<file path="src/rtl/regfile_wb_arbiter.sv">
`default_nettype none
// ============================================================================
// Module      : regfile_wb_arbiter
// Description : Round-robin write-back arbiter (ALU vs load) for the 8 x 8-bit
//               register file write port, with a per-register pending
//               scoreboard for RAW hazard detection at issue.
// Revision    : 1.0 - initial release
// ============================================================================
module regfile_wb_arbiter #(
    parameter  int DATA_W = 8,
    parameter  int ADDR_W = 3,
    localparam int NREGS  = 2**ADDR_W
) (
    input  logic              clk,
    input  logic              rst_n,
    // ALU write-back requester
    input  logic              alu_valid,
    output logic              alu_ready,
    input  logic [ADDR_W-1:0] alu_addr,
    input  logic [DATA_W-1:0] alu_data,
    // Load unit write-back requester
    input  logic              ld_valid,
    output logic              ld_ready,
    input  logic [ADDR_W-1:0] ld_addr,
    input  logic [DATA_W-1:0] ld_data,
    // Destination reservation from issue
    input  logic              rsv_valid,
    output logic              rsv_ready,
    input  logic [ADDR_W-1:0] rsv_addr,
    // Source hazard lookup from issue
    input  logic [ADDR_W-1:0] chk_addr1,
    input  logic [ADDR_W-1:0] chk_addr2,
    output logic              hazard1,
    output logic              hazard2,
    // Register file write port
    output logic              rf_write,
    output logic [ADDR_W-1:0] rf_waddr,
    output logic [DATA_W-1:0] rf_wdata,
    // Status
    output logic [NREGS-1:0]  pending,
    output logic              wb_orphan
);

    // Last requester granted; reset to LD so the ALU wins first contention.
    typedef enum logic {
        RR_ALU = 1'b0,
        RR_LD  = 1'b1
    } rr_e;

    rr_e               rr_last_q, rr_last_d;
    logic              rf_write_q, rf_write_d;
    logic [ADDR_W-1:0] rf_waddr_q, rf_waddr_d;
    logic [DATA_W-1:0] rf_wdata_q, rf_wdata_d;
    logic [NREGS-1:0]  pending_q, pending_d;
    logic              wb_orphan_q, wb_orphan_d;

    logic              alu_acc;
    logic              ld_acc;
    logic              rsv_acc;

    // Ready only looks at the competitor's valid and the round-robin pointer,
    // so neither requester sees a combinational path from its own valid.
    assign alu_ready = !ld_valid  || (rr_last_q == RR_LD);
    assign ld_ready  = !alu_valid || (rr_last_q == RR_ALU);
    assign alu_acc   = alu_valid && alu_ready;
    assign ld_acc    = ld_valid && ld_ready && !alu_acc;

    // A pending register may be re-reserved only in the cycle its write lands.
    assign rsv_ready = !pending_q[rsv_addr] || (rf_write_q && (rf_waddr_q == rsv_addr));
    assign rsv_acc   = rsv_valid && rsv_ready;

    assign hazard1   = pending_q[chk_addr1];
    assign hazard2   = pending_q[chk_addr2];

    assign rf_write  = rf_write_q;
    assign rf_waddr  = rf_waddr_q;
    assign rf_wdata  = rf_wdata_q;
    assign pending   = pending_q;
    assign wb_orphan = wb_orphan_q;

    // Arbitration: register the winner onto the write port, hold addr/data otherwise.
    always_comb begin
        rr_last_d  = rr_last_q;
        rf_write_d = 1'b0;
        rf_waddr_d = rf_waddr_q;
        rf_wdata_d = rf_wdata_q;
        if (alu_acc) begin
            rr_last_d  = RR_ALU;
            rf_write_d = 1'b1;
            rf_waddr_d = alu_addr;
            rf_wdata_d = alu_data;
        end else if (ld_acc) begin
            rr_last_d  = RR_LD;
            rf_write_d = 1'b1;
            rf_waddr_d = ld_addr;
            rf_wdata_d = ld_data;
        end
    end

    // Scoreboard: clear on the storing edge, then set on reservation (set wins).
    always_comb begin
        pending_d   = pending_q;
        wb_orphan_d = wb_orphan_q;
        if (rf_write_q) begin
            pending_d[rf_waddr_q] = 1'b0;
            if (!pending_q[rf_waddr_q] && !(rsv_acc && (rsv_addr == rf_waddr_q))) begin
                wb_orphan_d = 1'b1;
            end
        end
        if (rsv_acc) begin
            pending_d[rsv_addr] = 1'b1;
        end
    end

    // State registers; reset drops any registered but unwritten write-back.
    always_ff @(posedge clk or negedge rst_n) begin
        if (!rst_n) begin
            rr_last_q   <= RR_LD;
            rf_write_q  <= 1'b0;
            rf_waddr_q  <= '0;
            rf_wdata_q  <= '0;
            pending_q   <= '0;
            wb_orphan_q <= 1'b0;
        end else begin
            rr_last_q   <= rr_last_d;
            rf_write_q  <= rf_write_d;
            rf_waddr_q  <= rf_waddr_d;
            rf_wdata_q  <= rf_wdata_d;
            pending_q   <= pending_d;
            wb_orphan_q <= wb_orphan_d;
        end
    end

endmodule
`default_nettype wire

</file>
<file path="config.mk">
export PLATFORM = sky130hd
export DESIGN_NAME = regfile_wb_arbiter
export DESIGN_NICKNAME = d
export VERILOG_FILES = /design/src/rtl/regfile_wb_arbiter.sv
export SDC_FILE = /design/constraint.sdc
export NUM_CORES = 1
export LEC_CHECK = 0
export ABC_AREA = 1
export ABC_CLOCK_PERIOD_IN_PS = 1060
export CORE_MARGIN = 8
export CORE_UTILIZATION = 38
export CTS_BUF_LIST = sky130_fd_sc_hd__clkbuf_8 sky130_fd_sc_hd__clkbuf_16
export DETAILED_ROUTE_END_ITERATION = 7
export PLACE_DENSITY = 0.73
export SLEW_MARGIN = 10
export SYNTH_ARGS = -nofsm -noshare
export SYNTH_HDL_FRONTEND = slang
export SYNTH_SLANG_ARGS = --single-unit
</file>
<file path="constraint.sdc">
create_clock -name clk -period 1.06 [get_ports clk]
set_input_delay 0.265 -clock clk [delete_from_list [all_inputs] [get_ports clk]]
set_output_delay 0.265 -clock clk [all_outputs]
set_load 0.03 [all_outputs]
</file>
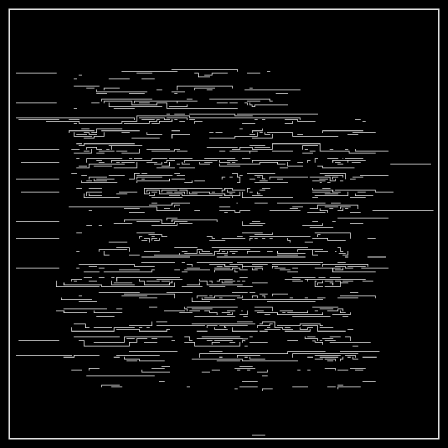
Fig. 1. Met1 routing (run 1).
nets with wire on the layer: 323
main direction: horizontal
share of all routed wire: 35%
wire length on this layer: 2370 microns
longest straight run: 21.6 microns
drt total wl: 6730 microns
vias: 1967

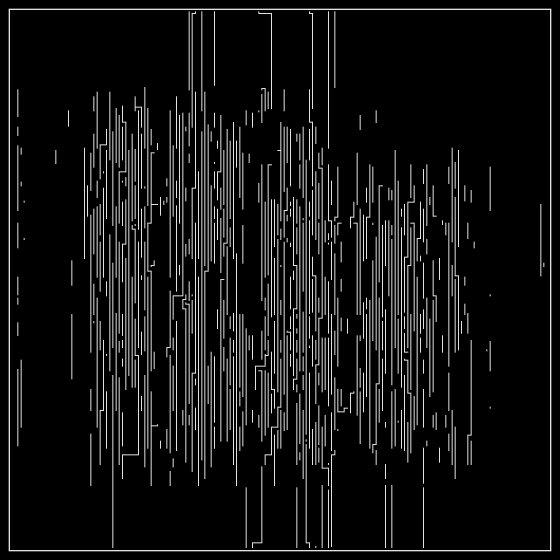
Fig. 2. Signal wires on met2 (run 1).
nets with wire on the layer: 311
longest straight run: 47.6 microns
share of all routed wire: 51%
GR Util met2: 35.3%

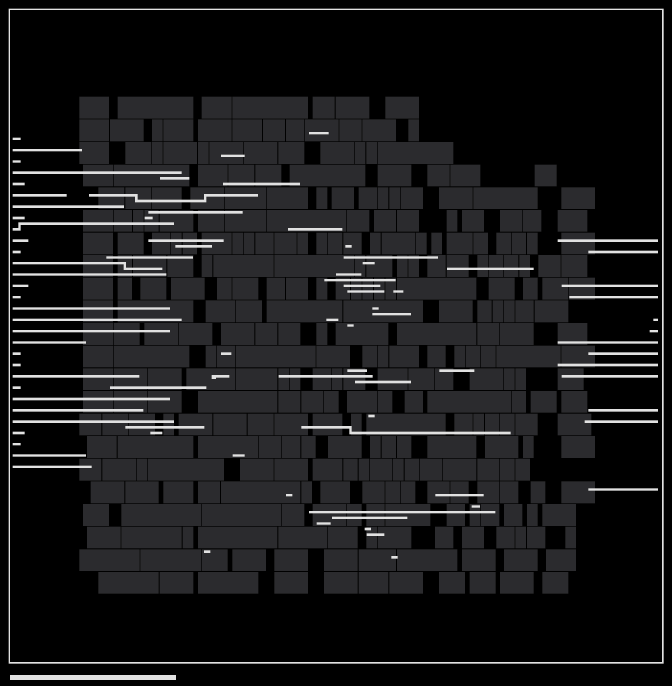
Fig. 3. Signal wires on met3 (run 1).
Scale bar: 20 microns.
share of all routed wire: 9.2%
nets with wire on the layer: 76
wire length on this layer: 621 microns
longest straight run: 22.1 microns
met3 Use GR: 5.69%

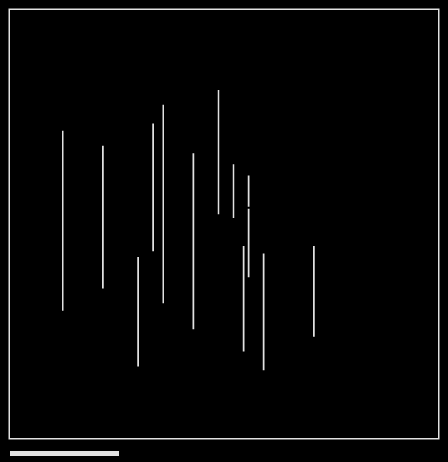
Fig. 4. The metal 4 layer (run 1).
Scale bar: 20 microns.
nets with wire on the layer: 13
longest straight run: 36.0 microns
main direction: vertical

==> impl_metrics.ini, run 1 <==
; flow metrics
[cells_and_area]
lay_top_count = buf_6

[yosys]
syn_area_per_cell_sq_um = 7.55
logic_family = simple AND/OR/NAND/NOR gates
syn_inst = 196
yosys.area_share.xor_xnor_pct = 3.30
yosys.cell_types.count = 25

[pwr]
switching_share_pct = 44.1
p_comb_share_pct = 65.3
ir_drop_v = 0.00122

[grt]
antenna_found_initial = 0
gr-total-overflow = 0
grt_pass1_vias = 2052

[final_timing]
rsz0062_at_grt = yes
fin_ws_ns = -0.584
maxSlewViolCount = 0
period_used_pct = 155
hold_viol = 0
holdWs_ns = 0.350
finalSetupViolCount = 48

[detailed_routing]
drt_pass1_iterations = 7
ant_nets = 0

[setup_path]
worstSetupEndpointType = output port
critical_path_class = reg2out
worstSetupStartpointType = flop

[min_path]
min_path_type = in2async

[run]
drv_cap = 0

[outcome]
status = complete, but fails checks
violations = setup timing

[floorplan]
io_pins = 62

[cts]
cts.sinks = 22

[place]
gp_congestion = 0.962
run 1: worst paths after layout:
| check | from | endpoint | slack, ns | cells after the start |
|---|---|---|---|---|
| max in group asynchronous | rst_n | rr_last_q | 0.49 | 2 |
| min reg2reg | wb_orphan | wb_orphan | 0.50 | 2 |
| min in group clk | wb_orphan | wb_orphan | 0.50 | 2 |
| max | pending[5] | rsv_ready | -0.58 | 8 |
| min | rst_n | rf_wdata[2] | 0.35 | 2 |
| max reg2reg | rr_last_q | rf_wdata[5] | -0.36 | 8 |
run 1: worst max-delay path: stages, from the launching register on:
cell and delay (ns):
dfrtp_2 0.44, inv_4 0.09, nand2_2 0.05, nand2_2 0.06
nor2_2 0.04, nor2_2 0.13, nand2_2 0.10, nand2_8 0.07
buf_6 0.13
run 1: synth_stat cells:
cell     count
nand3_1      1
a31oi_1      2
nor2_4       1
dfstp_2      1
nor2_2       4
o21ai_0     26
nor3_1       6
buf_4        3
nand2_1     43
nand2_4      1
nand3_2      9
buf_2        1
inv_1       12
o22ai_1      3
inv_2        5
xnor2_2      3
dfrtp_1     21
nor2_1      16
nand4_2      1
o21ai_1      6
nand4_1      6
buf_6        3
a21oi_1     16
nand2_2      5
inv_4        1
run 1: sequential cells by signal, indices dropped and copies added (netlist names):
register and count:
wb_orphan 1, pending 8, rf_waddr 3, rf_wdata 8, rr_last_q 1, rf_write 1
run 1: stage by stage:
stage / cells / total power [mW] / setup TNS (ns) / worst slack [ns]
2_1_floorplan: 196 / 2.85 / -3.57 / -0.257
3_3_place_gp: 337 / 4.20 / -13.91 / -0.724
3_5_place_dp: 337 / 4.23 / -14.35 / -0.722
4_1_cts: 362 / 5.59 / -9.27 / -0.524
5_1_grt: 367 / 6.29 / -12.99 / -0.644
6_report: 367 / 6.03 / -11.22 / -0.584
run 1: repair_timing:
action,4_1_cts,5_1_grt
pin swaps,19,23
hold endpoints to repair,0,0
resized,91,39
endpoints found under the setup margin,47,48
cloned,3,0
setup buffers,18,9
run 1: power by group through the flow:
| stage | Clock (mW) | Sequential, mW | Combinational [mW] |
|---|---|---|---|
| 2_1_floorplan | 0 | 1.83 | 1.01 |
| 3_3_place_gp | 0 | 1.41 | 2.79 |
| 3_5_place_dp | 0 | 1.42 | 2.82 |
| 4_1_cts | 0.607 | 1.42 | 3.56 |
| 5_1_grt | 0.671 | 1.48 | 4.15 |
| 6_report | 0.636 | 1.46 | 3.94 |
run 1: per-layer routing:
| metal | global-route usage [%] | up-vias | part of all wire [%] |
|---|---|---|---|
| li1 | - | 906 | - |
| met1 | 19.9 | 922 | 35 |
| met2 | 35.3 | 113 | 51 |
| met3 | 5.69 | 26 | 9.2 |
| met4 | 8.70 | 0 | 4.1 |
| met5 | 0 | - | 0 |
run 1: cell type report:
| class | instances | area (sq um) | share of cell area [%] |
|---|---|---|---|
| clock buffers | 4 | 55.1 | 1.78 |
| well taps | 48 | 60.1 | 1.94 |
| repair buffers | 123 | 1220 | 39.4 |
| multi-input cells | 151 | 1100 | 35.4 |
| flip-flops and latches | 22 | 566 | 18.3 |
| inverters | 18 | 82.6 | 2.67 |
| repair inverters | 1 | 16.3 | 0.525 |
Fig. 5: run 1, routing congestion
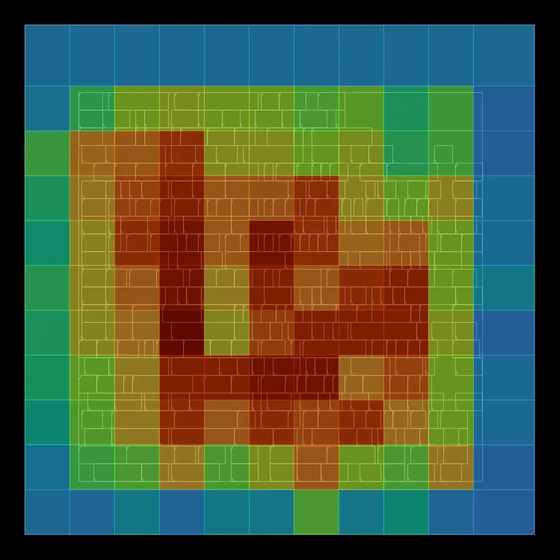

## Run 2: what changed since run 1
Settings changed: PLACE_DENSITY 0.73 to 0.75.
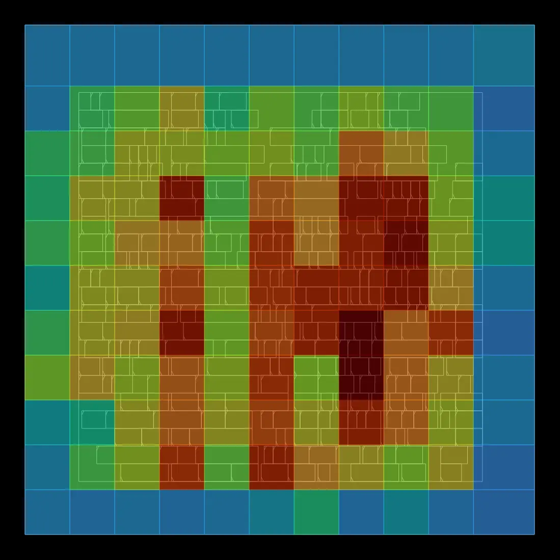
Fig. 6. Routing congestion (run 2).
Global Route Usage Sum: 18.8%
WL/cell: 17.0 microns

==> run 2 against run 1 <==
The flow still finishes with violations (setup timing). Non-clock buffer count down 4. Utilization down 1.2 points. First-iteration DRC count down 37%. Clock skew about the same. Design area down 1.4%. Via count down 2.9%. Sequential power about the same. Largest cell class unchanged.
==> impl_metrics.ini, run 2 <==
; flow metrics
[pwr]
p_total_mw = 5.98
ir_drop_v = 0.00124

[min_path]
min_path_type = in2async

[setup_path]
cp_top_family = flip-flops
worstSetupStartpointType = flop
critical_path_class = reg2out
worstSetupEndpointType = output port
critPathMaxStageDelay_ns = 0.43
worst-path-buf-inv = 2
slowest_stage = dfrtp_2
rrSetupSlack_ns = -0.32
crit_chain = inv_4 -> a21oi_2 -> o21ai_1 -> nand2_1 -> nor2_2 -> a31oi_4 -> buf_6

[yosys]
postSynthSeqShare_pct = 37.3
flop_cell = dfrtp_1
ys_async_sr_fraction_pct = 100
edf_count = 0
yosys.cell_types.count = 25
syn_inst = 196
yosys-top-cells-count = 43 x nand2_1, 26 x o21ai_0, 21 x dfrtp_1
top_cell = nand2_1

[cts]
holdBufCountCts = 0
cts_buffers = 3
cts.sinks = 22

[detailed_routing]
num_vias = 1909
drt_pass1_iterations = 4
drt-total-wl_microns = 6150
ant_nets = 0

[floorplan]
coreArea_sq_mm = 0.00372
io_pins = 62

[place]
gp_congestion = 0.888
place_ws_ns = -0.757

[cells_and_area]
combGateArea_sq_mm = 0.00106
seq_area_sq_um = 566
lay_top_count = buf_6

[final_timing]
rsz0062_at_grt = yes
hold_viol = 0
finalSetupViolCount = 48
tns_ns = -10.73
holdWs_ns = 0.328
period_used_pct = 154
finalCriticalPeriod_ns = 1.64
fin_ws_ns = -0.578

[grt]
grt_max_degree = 23
grt_pass1_vias = 1984
antenna_found_initial = 0

[outcome]
status = complete, but fails checks
violations = setup timing

[run]
drv_cap = 0
## run 2: cell counts after synthesis
No cell type changed its count.
## run 2: final timing paths
| check | from | to | cells past startpoint |
|---|---|---|---|
| worst max-delay path | pending[1] | hazard1 | 7 |
| worst min-delay path | rst_n | rf_wdata[4] | 2 |
| worst max register to register | rf_waddr[1] | pending[3] | 7 |
| worst min register to register | wb_orphan | wb_orphan | 2 |
| max in group asynchronous | rst_n | rr_last_q | 2 |
| min in group clk | rsv_addr[1] | pending[1] | 5 |
## run 2: per-stage QoR
step | util [%] | cells | instance area, sq um
global placement | 64.4 | 331 | 2390
detailed placement | 64.4 | 331 | 2390
global route | 82.2 | 362 | 3050
CTS | 77.5 | 353 | 2880
finish | 82.2 | 362 | 3050
floorplan | - | 196 | 1580
## run 2: cell families (layout without fill, tap and decap cells)
group / count (synthesis) / count (layout) / synth area share, %
xor+xnor: 3 / 3 / 3.30
simple gates: 93 / 94 / 32.1
compound gates: 53 / 53 / 18.4
flops: 22 / 22 / 37.3
buf+inv: 25 / 142 / 8.88
## run 2: worst reg2reg max path: stages (launching register included)
cell	delay [ns]
dfrtp_2	0.46
xnor2_4	0.21
nand4_4	0.18
nand2_8	0.11
buf_6	0.10
buf_8	0.12
nand3_2	0.06
nand2_1	0.07
## run 2: repair_timing
action / in CTS / in global routing
gates resized: 94 / 26
endpoints found under the hold margin: 0 / 0
pin swaps: 14 / 7
gates cloned: 4 / 0
setup endpoints to repair: 47 / 48
buffers inserted: 14 / 13
## run 2: where the power goes
group	internal, mW	switching [mW]	total (mW)
clock	0.505	0.288	0.794
combinational	1.82	1.88	3.70
sequential	1.11	0.370	1.48
total	3.44	2.54	5.98
## run 2: metal layers
layer | track usage (%) | wire, microns | up-vias
met4 | 11.9 | 233 | 0
met2 | 31.2 | 3100 | 108
met5 | 0 | 0 | -
met3 | 5.81 | 596 | 20
li1 | - | - | 902
met1 | 20.6 | 2220 | 879
## run 2: area by class of cell
type / count / share of cell area [%]
Inverter: 18 / 2.87
Tap cell: 48 / 1.97
Clock inverter: 1 / 0.984
Sequential cell: 22 / 18.5
Clock buffer: 3 / 1.35
Multi-Input combinational cell: 150 / 34.6
Timing Repair inverter: 1 / 0.369
Timing Repair Buffer: 119 / 39.3
Power and IR drop assume default switching activity.
